Placement density heat map:
Drawn at 6 px/µm. 9 x 9 tiles, from black (low) to pale yellow (high), 0 to 100% covered.
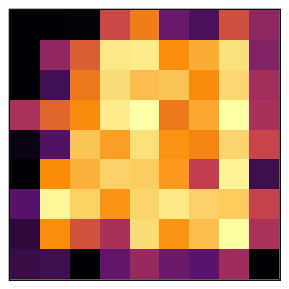
Cells colored by class:
Drawn at 8 px/µm. Fill, decap, tap and diode cells in gray.
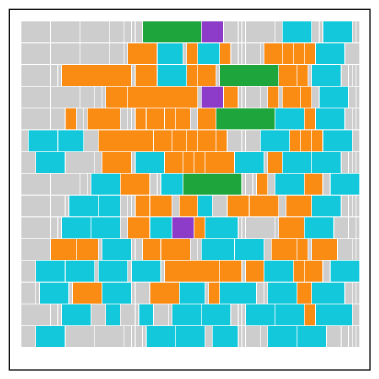
Clock wires, drivers and flops:
Drawn at 12 px/µm.
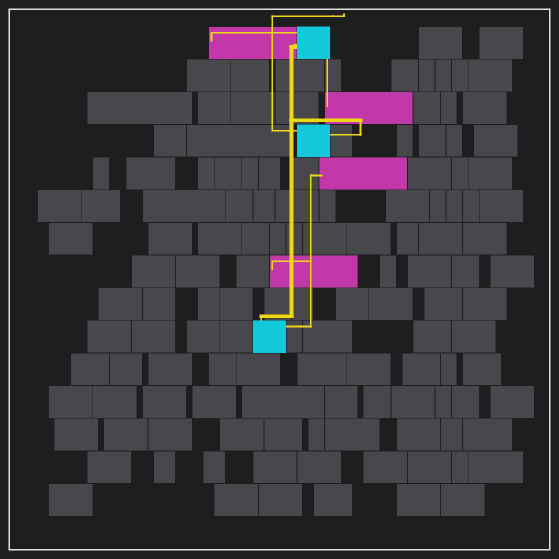
Layout detail:
Region (10, 10) to (35, 35) µm. Cells in gray, sequential cells in the stronger gray; small squares are vias.
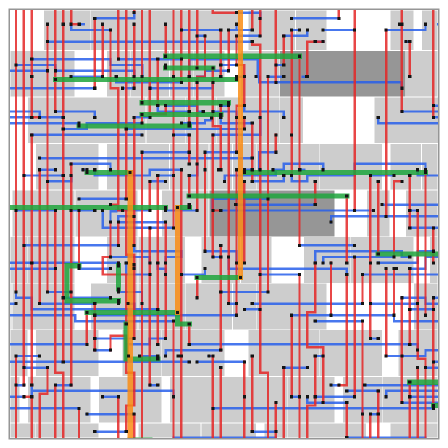
Clock routing:
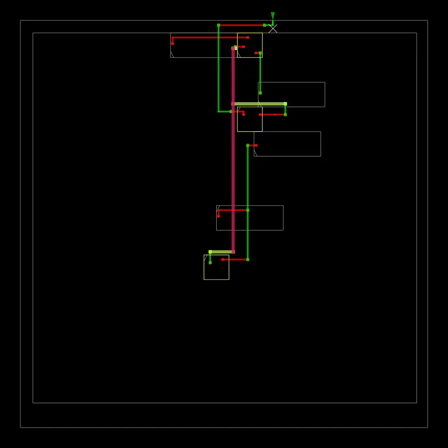
<file path="config.mk">
export PLATFORM = sky130hd
export DESIGN_NAME = board_port_arbiter_flat
export DESIGN_NICKNAME = d
export VERILOG_FILES = /design/src/rtl/board_port_arbiter_if.sv /design/src/rtl/board_port_arbiter.sv /design/src/flat_wrapper.sv
export SDC_FILE = /design/constraint.sdc
export NUM_CORES = 1
export LEC_CHECK = 0
export CAP_MARGIN = 20
export CORE_UTILIZATION = 31
export DETAILED_ROUTE_END_ITERATION = 6
export GPL_TIMING_DRIVEN = 0
export PLACE_DENSITY = 0.91
export SYNTH_ARGS = -nofsm -noshare
export SYNTH_HDL_FRONTEND = slang
export SYNTH_SLANG_ARGS = --single-unit
</file>
<file path="constraint.sdc">
create_clock -name clk -period 2.32 [get_ports clk]
set_input_delay 0.232 -clock clk [delete_from_list [all_inputs] [get_ports clk]]
set_output_delay 0.232 -clock clk [all_outputs]
set_load 0.02 [all_outputs]
</file>
<file path="src/rtl/board_port_arbiter_if.sv">
// Request/grant/result bundle for the Connect Four board memory port arbiter.
// "master" is the requester/memory side, "slave" is the arbiter itself.
interface board_port_arbiter_if;
    logic       vga_req;
    logic [2:0] vga_row;
    logic [2:0] vga_col;
    logic       vga_gnt;
    logic       vga_valid;
    logic [1:0] vga_data;
    logic       vga_miss;

    logic       wr_req;
    logic [2:0] wr_row;
    logic [2:0] wr_col;
    logic [1:0] wr_data;
    logic       wr_gnt;

    logic       win_req;
    logic [2:0] win_row;
    logic [2:0] win_col;
    logic       win_gnt;
    logic       win_valid;
    logic [1:0] win_data;

    logic       dbg_req;
    logic [2:0] dbg_row;
    logic [2:0] dbg_col;
    logic       dbg_gnt;
    logic       dbg_valid;
    logic [1:0] dbg_data;

    logic       mem_en;
    logic       mem_we;
    logic [2:0] mem_row;
    logic [2:0] mem_col;
    logic [1:0] mem_wdata;
    logic [1:0] mem_rdata;

    modport master (
        output vga_req, vga_row, vga_col,
        output wr_req, wr_row, wr_col, wr_data,
        output win_req, win_row, win_col,
        output dbg_req, dbg_row, dbg_col,
        output mem_rdata,
        input  vga_gnt, vga_valid, vga_data, vga_miss,
        input  wr_gnt,
        input  win_gnt, win_valid, win_data,
        input  dbg_gnt, dbg_valid, dbg_data,
        input  mem_en, mem_we, mem_row, mem_col, mem_wdata
    );

    modport slave (
        input  vga_req, vga_row, vga_col,
        input  wr_req, wr_row, wr_col, wr_data,
        input  win_req, win_row, win_col,
        input  dbg_req, dbg_row, dbg_col,
        input  mem_rdata,
        output vga_gnt, vga_valid, vga_data, vga_miss,
        output wr_gnt,
        output win_gnt, win_valid, win_data,
        output dbg_gnt, dbg_valid, dbg_data,
        output mem_en, mem_we, mem_row, mem_col, mem_wdata
    );
endinterface

</file>
<file path="src/rtl/board_port_arbiter.sv">
// Single-port board memory arbiter: VGA > write > round-robin(win, dbg).
// Define ARB_STARVE_GUARD_EN to add wait counters that let starved requesters pre-empt VGA.
module board_port_arbiter #(
    parameter int unsigned ROWS     = 6,
    parameter int unsigned COLS     = 7,
    parameter int unsigned MAX_WAIT = 8
) (
    input logic                 clk,
    input logic                 rst,
    board_port_arbiter_if.slave bus
);

    typedef enum logic [2:0] {GNT_NONE, GNT_VGA, GNT_WR, GNT_WIN, GNT_DBG} grant_t;
    typedef enum logic [1:0] {OWN_NONE, OWN_VGA, OWN_WIN, OWN_DBG} owner_t;

    grant_t sel;
    owner_t owner_q;
    logic   oor_q;
    logic   rr_q;
    logic   vga_oor, wr_oor, win_oor, dbg_oor;
    logic   wr_starved, win_starved, dbg_starved;

    function automatic logic out_of_range(input logic [2:0] row, input logic [2:0] col);
        return (32'(row) >= ROWS) || (32'(col) >= COLS);
    endfunction

    assign vga_oor = out_of_range(bus.vga_row, bus.vga_col);
    assign wr_oor  = out_of_range(bus.wr_row, bus.wr_col);
    assign win_oor = out_of_range(bus.win_row, bus.win_col);
    assign dbg_oor = out_of_range(bus.dbg_row, bus.dbg_col);

`ifdef ARB_STARVE_GUARD_EN
    localparam int unsigned CW = $clog2(MAX_WAIT + 1);

    logic [CW-1:0] wr_wait_q, win_wait_q, dbg_wait_q;

    function automatic logic [CW-1:0] wait_next(input logic req, input logic gnt,
                                                input logic [CW-1:0] cnt);
        if (!req || gnt)
            return '0;
        else if (cnt == CW'(MAX_WAIT))
            return cnt;
        else
            return cnt + 1'b1;
    endfunction

    assign wr_starved  = bus.wr_req  && (wr_wait_q  == CW'(MAX_WAIT));
    assign win_starved = bus.win_req && (win_wait_q == CW'(MAX_WAIT));
    assign dbg_starved = bus.dbg_req && (dbg_wait_q == CW'(MAX_WAIT));
    assign bus.vga_miss = !rst && bus.vga_req && !bus.vga_gnt;

    always_ff @(posedge clk) begin
        if (rst) begin
            wr_wait_q  <= '0;
            win_wait_q <= '0;
            dbg_wait_q <= '0;
        end else begin
            wr_wait_q  <= wait_next(bus.wr_req,  bus.wr_gnt,  wr_wait_q);
            win_wait_q <= wait_next(bus.win_req, bus.win_gnt, win_wait_q);
            dbg_wait_q <= wait_next(bus.dbg_req, bus.dbg_gnt, dbg_wait_q);
        end
    end
`else
    assign wr_starved   = 1'b0;
    assign win_starved  = 1'b0;
    assign dbg_starved  = 1'b0;
    assign bus.vga_miss = 1'b0;
`endif

    // Starved requesters outrank everything; otherwise fixed priority with win/dbg sharing by rr.
    always_comb begin
        sel = GNT_NONE;
        if (!rst) begin
            if (wr_starved)                          sel = GNT_WR;
            else if (win_starved)                    sel = GNT_WIN;
            else if (dbg_starved)                    sel = GNT_DBG;
            else if (bus.vga_req)                    sel = GNT_VGA;
            else if (bus.wr_req)                     sel = GNT_WR;
            else if (bus.win_req && (!bus.dbg_req || !rr_q)) sel = GNT_WIN;
            else if (bus.dbg_req)                    sel = GNT_DBG;
        end
    end

    assign bus.vga_gnt = (sel == GNT_VGA);
    assign bus.wr_gnt  = (sel == GNT_WR);
    assign bus.win_gnt = (sel == GNT_WIN);
    assign bus.dbg_gnt = (sel == GNT_DBG);

    always_comb begin
        bus.mem_en    = 1'b0;
        bus.mem_we    = 1'b0;
        bus.mem_row   = '0;
        bus.mem_col   = '0;
        bus.mem_wdata = '0;
        unique case (sel)
            GNT_VGA: if (!vga_oor) begin
                bus.mem_en  = 1'b1;
                bus.mem_row = bus.vga_row;
                bus.mem_col = bus.vga_col;
            end
            GNT_WR: if (!wr_oor) begin
                bus.mem_en    = 1'b1;
                bus.mem_we    = 1'b1;
                bus.mem_row   = bus.wr_row;
                bus.mem_col   = bus.wr_col;
                bus.mem_wdata = bus.wr_data;
            end
            GNT_WIN: if (!win_oor) begin
                bus.mem_en  = 1'b1;
                bus.mem_row = bus.win_row;
                bus.mem_col = bus.win_col;
            end
            GNT_DBG: if (!dbg_oor) begin
                bus.mem_en  = 1'b1;
                bus.mem_row = bus.dbg_row;
                bus.mem_col = bus.dbg_col;
            end
            default: ;
        endcase
    end

    always_ff @(posedge clk) begin
        if (rst) begin
            owner_q <= OWN_NONE;
            oor_q   <= 1'b0;
            rr_q    <= 1'b0;
        end else begin
            owner_q <= OWN_NONE;
            oor_q   <= 1'b0;
            unique case (sel)
                GNT_VGA: begin owner_q <= OWN_VGA; oor_q <= vga_oor; end
                GNT_WIN: begin owner_q <= OWN_WIN; oor_q <= win_oor; rr_q <= 1'b1; end
                GNT_DBG: begin owner_q <= OWN_DBG; oor_q <= dbg_oor; rr_q <= 1'b0; end
                default: ;
            endcase
        end
    end

    // Out-of-range reads complete on time but never expose the memory bus value.
    assign bus.vga_valid = (owner_q == OWN_VGA);
    assign bus.win_valid = (owner_q == OWN_WIN);
    assign bus.dbg_valid = (owner_q == OWN_DBG);
    assign bus.vga_data  = (bus.vga_valid && !oor_q) ? bus.mem_rdata : '0;
    assign bus.win_data  = (bus.win_valid && !oor_q) ? bus.mem_rdata : '0;
    assign bus.dbg_data  = (bus.dbg_valid && !oor_q) ? bus.mem_rdata : '0;

endmodule

</file>
<file path="src/flat_wrapper.sv">
// flat-port wrapper written by rule: the top's interface ports become plain ports
module board_port_arbiter_flat 
#(
    parameter int unsigned ROWS     = 6,
    parameter int unsigned COLS     = 7,
    parameter int unsigned MAX_WAIT = 8
)
  (clk, rst, bus_vga_req, bus_vga_row, bus_vga_col, bus_wr_req, bus_wr_row, bus_wr_col, bus_wr_data, bus_win_req, bus_win_row, bus_win_col, bus_dbg_req, bus_dbg_row, bus_dbg_col, bus_mem_rdata, bus_vga_gnt, bus_vga_valid, bus_vga_data, bus_vga_miss, bus_wr_gnt, bus_win_gnt, bus_win_valid, bus_win_data, bus_dbg_gnt, bus_dbg_valid, bus_dbg_data, bus_mem_en, bus_mem_we, bus_mem_row, bus_mem_col, bus_mem_wdata);
  board_port_arbiter_if bus_i ();
  input logic clk;
  input logic rst;
  input wire logic [$bits(bus_i.vga_req)-1:0] bus_vga_req;
  input wire logic [$bits(bus_i.vga_row)-1:0] bus_vga_row;
  input wire logic [$bits(bus_i.vga_col)-1:0] bus_vga_col;
  input wire logic [$bits(bus_i.wr_req)-1:0] bus_wr_req;
  input wire logic [$bits(bus_i.wr_row)-1:0] bus_wr_row;
  input wire logic [$bits(bus_i.wr_col)-1:0] bus_wr_col;
  input wire logic [$bits(bus_i.wr_data)-1:0] bus_wr_data;
  input wire logic [$bits(bus_i.win_req)-1:0] bus_win_req;
  input wire logic [$bits(bus_i.win_row)-1:0] bus_win_row;
  input wire logic [$bits(bus_i.win_col)-1:0] bus_win_col;
  input wire logic [$bits(bus_i.dbg_req)-1:0] bus_dbg_req;
  input wire logic [$bits(bus_i.dbg_row)-1:0] bus_dbg_row;
  input wire logic [$bits(bus_i.dbg_col)-1:0] bus_dbg_col;
  input wire logic [$bits(bus_i.mem_rdata)-1:0] bus_mem_rdata;
  output wire logic [$bits(bus_i.vga_gnt)-1:0] bus_vga_gnt;
  output wire logic [$bits(bus_i.vga_valid)-1:0] bus_vga_valid;
  output wire logic [$bits(bus_i.vga_data)-1:0] bus_vga_data;
  output wire logic [$bits(bus_i.vga_miss)-1:0] bus_vga_miss;
  output wire logic [$bits(bus_i.wr_gnt)-1:0] bus_wr_gnt;
  output wire logic [$bits(bus_i.win_gnt)-1:0] bus_win_gnt;
  output wire logic [$bits(bus_i.win_valid)-1:0] bus_win_valid;
  output wire logic [$bits(bus_i.win_data)-1:0] bus_win_data;
  output wire logic [$bits(bus_i.dbg_gnt)-1:0] bus_dbg_gnt;
  output wire logic [$bits(bus_i.dbg_valid)-1:0] bus_dbg_valid;
  output wire logic [$bits(bus_i.dbg_data)-1:0] bus_dbg_data;
  output wire logic [$bits(bus_i.mem_en)-1:0] bus_mem_en;
  output wire logic [$bits(bus_i.mem_we)-1:0] bus_mem_we;
  output wire logic [$bits(bus_i.mem_row)-1:0] bus_mem_row;
  output wire logic [$bits(bus_i.mem_col)-1:0] bus_mem_col;
  output wire logic [$bits(bus_i.mem_wdata)-1:0] bus_mem_wdata;
  assign bus_i.vga_req = bus_vga_req;
  assign bus_i.vga_row = bus_vga_row;
  assign bus_i.vga_col = bus_vga_col;
  assign bus_i.wr_req = bus_wr_req;
  assign bus_i.wr_row = bus_wr_row;
  assign bus_i.wr_col = bus_wr_col;
  assign bus_i.wr_data = bus_wr_data;
  assign bus_i.win_req = bus_win_req;
  assign bus_i.win_row = bus_win_row;
  assign bus_i.win_col = bus_win_col;
  assign bus_i.dbg_req = bus_dbg_req;
  assign bus_i.dbg_row = bus_dbg_row;
  assign bus_i.dbg_col = bus_dbg_col;
  assign bus_i.mem_rdata = bus_mem_rdata;
  assign bus_vga_gnt = bus_i.vga_gnt;
  assign bus_vga_valid = bus_i.vga_valid;
  assign bus_vga_data = bus_i.vga_data;
  assign bus_vga_miss = bus_i.vga_miss;
  assign bus_wr_gnt = bus_i.wr_gnt;
  assign bus_win_gnt = bus_i.win_gnt;
  assign bus_win_valid = bus_i.win_valid;
  assign bus_win_data = bus_i.win_data;
  assign bus_dbg_gnt = bus_i.dbg_gnt;
  assign bus_dbg_valid = bus_i.dbg_valid;
  assign bus_dbg_data = bus_i.dbg_data;
  assign bus_mem_en = bus_i.mem_en;
  assign bus_mem_we = bus_i.mem_we;
  assign bus_mem_row = bus_i.mem_row;
  assign bus_mem_col = bus_i.mem_col;
  assign bus_mem_wdata = bus_i.mem_wdata;
  board_port_arbiter #(.ROWS(ROWS), .COLS(COLS), .MAX_WAIT(MAX_WAIT)) u_core (.clk(clk), .rst(rst), .bus(bus_i));
endmodule
</file>
==> results.json <==
{
  "status": "finished, violations left",
  "violations": "DRC",
  "p_sw_mw": 0.121,
  "cap_violations": 0,
  "start_kind": "input port",
  "nMultiInputCombCells": 63,
  "comb_power_mw": 0.186,
  "wl_met3_um": 169,
  "comb_share_pct": 37.8,
  "synthArstFlopShare_pct": 0,
  "comb_area_um2": 458,
  "use_met1_pct": 24.8,
  "synth_warnings": 0,
  "drc": 2,
  "seq-power_mw": 0.0754,
  "crit_family": "buffers and inverters",
  "top_cells_by_count": "nand2_1, nand2b_1, inv_1, nor2_1, nand3_1",
  "mux_share_pct": 0,
  "drtIter0Drc": 51,
  "clockBufferDepth": 2,
  "postCtsSetupBuffers": 2,
  "grt_max_degree": 8,
  "track_usage_pct": 24.1,
  "grt_antenna_before_repair": 0,
  "via_count": 884,
  "buffer_area_share_pct": 48.7,
  "insertion_delay_ns": 0.25,
  "seqPwrFrac_pct": 21.4,
  "ff2ff_path_depth": 4,
  "top_register": "u_core.owner_q",
  "logic_family": "simple AND/OR/NAND/NOR gates",
  "via_per_inst": 5.39,
  "fp.dieArea_mm2": 0.00202,
  "whs_path_depth": 2,
  "p_per_area_mw_per_mm2": 291,
  "simple_gate_area_share_pct": 48.0,
  "hold_class": "reg2reg",
  "cts_resized": 23,
  "inv_count": 8,
  "port_buffers": 56,
  "ff2ff_setup_slack_ns": 1.15,
  "xor_area_share_pct": 0,
  "most_common_cell": "nand2_1",
  "place_area_mm2": 0.00116,
  "largest_area_cell": "dfxtp_1",
  "synth-main-ff-cell": "dfxtp_1"
}
Back to the opening pictures, 'placement density heat map':
densest ninth of the die: center
mean over tiles: 59%
fullest tile: 100%
emptiest ninth of the die: north-west
CORE AREA: 0.00173 mm²
FP Util: 33.0%
fin util: 70.1%

Back to the opening pictures, 'cells colored by class':
[purple] cells driving clock nets | cells: 3 | share of their area: 1.9%
[green] flip-flops | cells: 4 | share of their area: 6.8%
[orange] all other logic | cells: 71 | share of their area: 41%
[cyan] other buffers and delay cells | cells: 61 | share of their area: 50%
flop share of the area: 6.61%
final instance area: 0.00121 mm²
# rows: 15

Back to the opening pictures, 'clock wires, drivers and flops':
[magenta] flip-flops | count: 4
[yellow] clock wires | length: 90.0 µm
[cyan] cells driving clock nets | count: 3
routed clock nets: 4
clk_skew: 0.00339 ns
clock share of power: 26.1%

Back to the opening pictures, 'layout detail':
[blue] met1
[orange] met4
[red] met2
[green] met3
cells with their middle in the window: 59
netlist names of flops here include: `u_core.oor_q` (1), `u_core.rr_q` (1)
most frequent: clkdlybuf4s50_1 (12), nand3_1 (4), inv_1 (4)
sequential cells in the window: 2

Back to the opening pictures, 'clock routing':
Clock Power: 0.0920 mW
CTS Buf Count: 3
sequential cells: 4

Power and IR drop assume default switching activity.
